Design lcd2002_driver, sky130hd; sources not shown.
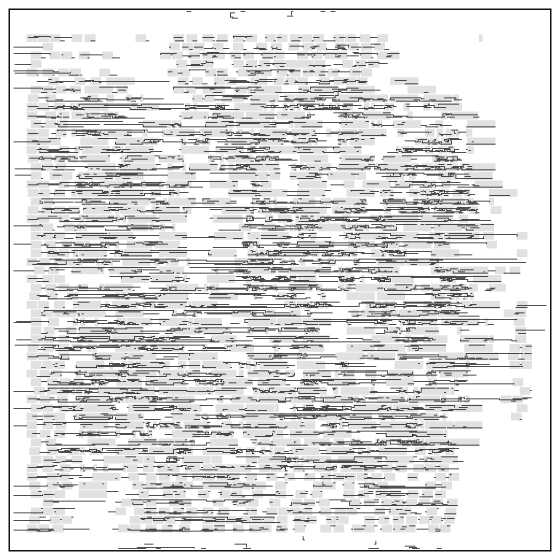
(images/layer_met1.png)
1506 nets have wire on it. The wires run mostly horizontal. The layer carries 13000 µm of wire. The layer holds 39% of the routed length.
WL final: 32900 µm
via count: 9141
met1 usage: 27.9%

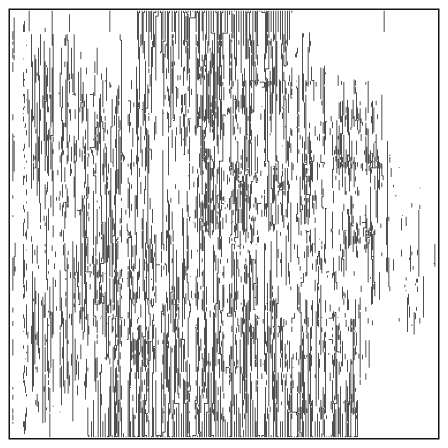
(images/layer_met2.png)
The layer carries 16900 µm of wire. 1408 nets have wire on it. The layer holds 51% of the routed length. The wires run mostly vertical. The longest straight run is 71.7 µm.
met2 Track Usage GR: 38.5%

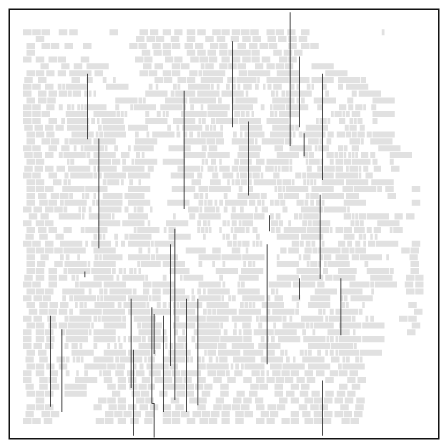
(images/layer_met4.png)
The longest straight run is 68.0 µm. The layer carries 901 µm of wire. 20 nets have wire on it. The layer holds 2.7% of the routed length. The wires run mostly vertical.

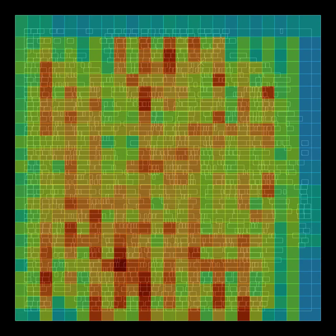
(images/congestion.png)
GR Layer Usage met3: 4.71%
GR peak layer: met2
fin util: 61.8%

==> results.sh <==
# flow metrics
export IMPL_top_area_cell="dfrtp_1"
export IMPL_post_drt_wl_per_cell_um=19.2
export IMPL_cts_tree="built"
export IMPL_clk_path_buf_depth=3
export IMPL_rows=58
export IMPL_cts_resized=0
export IMPL_p_sw_share_pct=20.7
export IMPL_num_nonclk_buffers=337
export IMPL_pwr_share_seq_pct=44.0
export IMPL_pwr_group_sequential_uw=1200
export IMPL_route_detailed_drc=1
export IMPL_fp_util_pct=44.9
export IMPL_run_status="finished, violations left"
export IMPL_drv_cap=0
export IMPL_setup_tns_ps=0
export IMPL_seqCellArea_um2=5280
export IMPL_clk_share_pct=5.37
export IMPL_cts_htree_levels=1
export IMPL_largest_register_ff_count=160
export IMPL_p_per_area_nw_per_um2=175
export IMPL_rr_worst_depth=8
export IMPL_synthTopCellsByCount="dfrtp_1, nand2_1, o21ai_0"
export IMPL_m1WireLength_um=13000
export IMPL_synthMostInstantiatedCell="dfrtp_1"
export IMPL_numCtsBuffers=24
export IMPL_clkPwrFrac_pct=47.1
export IMPL_finalInstanceArea_um2=15700
export IMPL_worstSetupEndpointType="primary output"
export IMPL_hold_viol=0
export IMPL_io_buffers=331
export IMPL_fin_nets=1698
export IMPL_preCtsSetupSlack_ps=3540
export IMPL_ys_flop_type="dfrtp_1"
export IMPL_wl_met3_um=2150
export IMPL_p_int_uw=2170
export IMPL_logic_gate_count=771
export IMPL_period_used_pct=45.7
export IMPL_gp_congestion=0.836
export IMPL_timing_worst_setup_path_type="reg2out"
export IMPL_p_comb_share_pct=8.9
export IMPL_async_flop_share_pct=100
export IMPL_yosys_area_um2=11400
export IMPL_p_leak_uw=0.00762
export IMPL_slowest_delay_ps=840
export IMPL_sh_comb_area_pct=36.2
export IMPL_violations="design-rule violations"
export IMPL_synth_cellmix_xorXnorShare_pct=1.85
export IMPL_crit_required_ps=5630
export IMPL_crit_cells=1
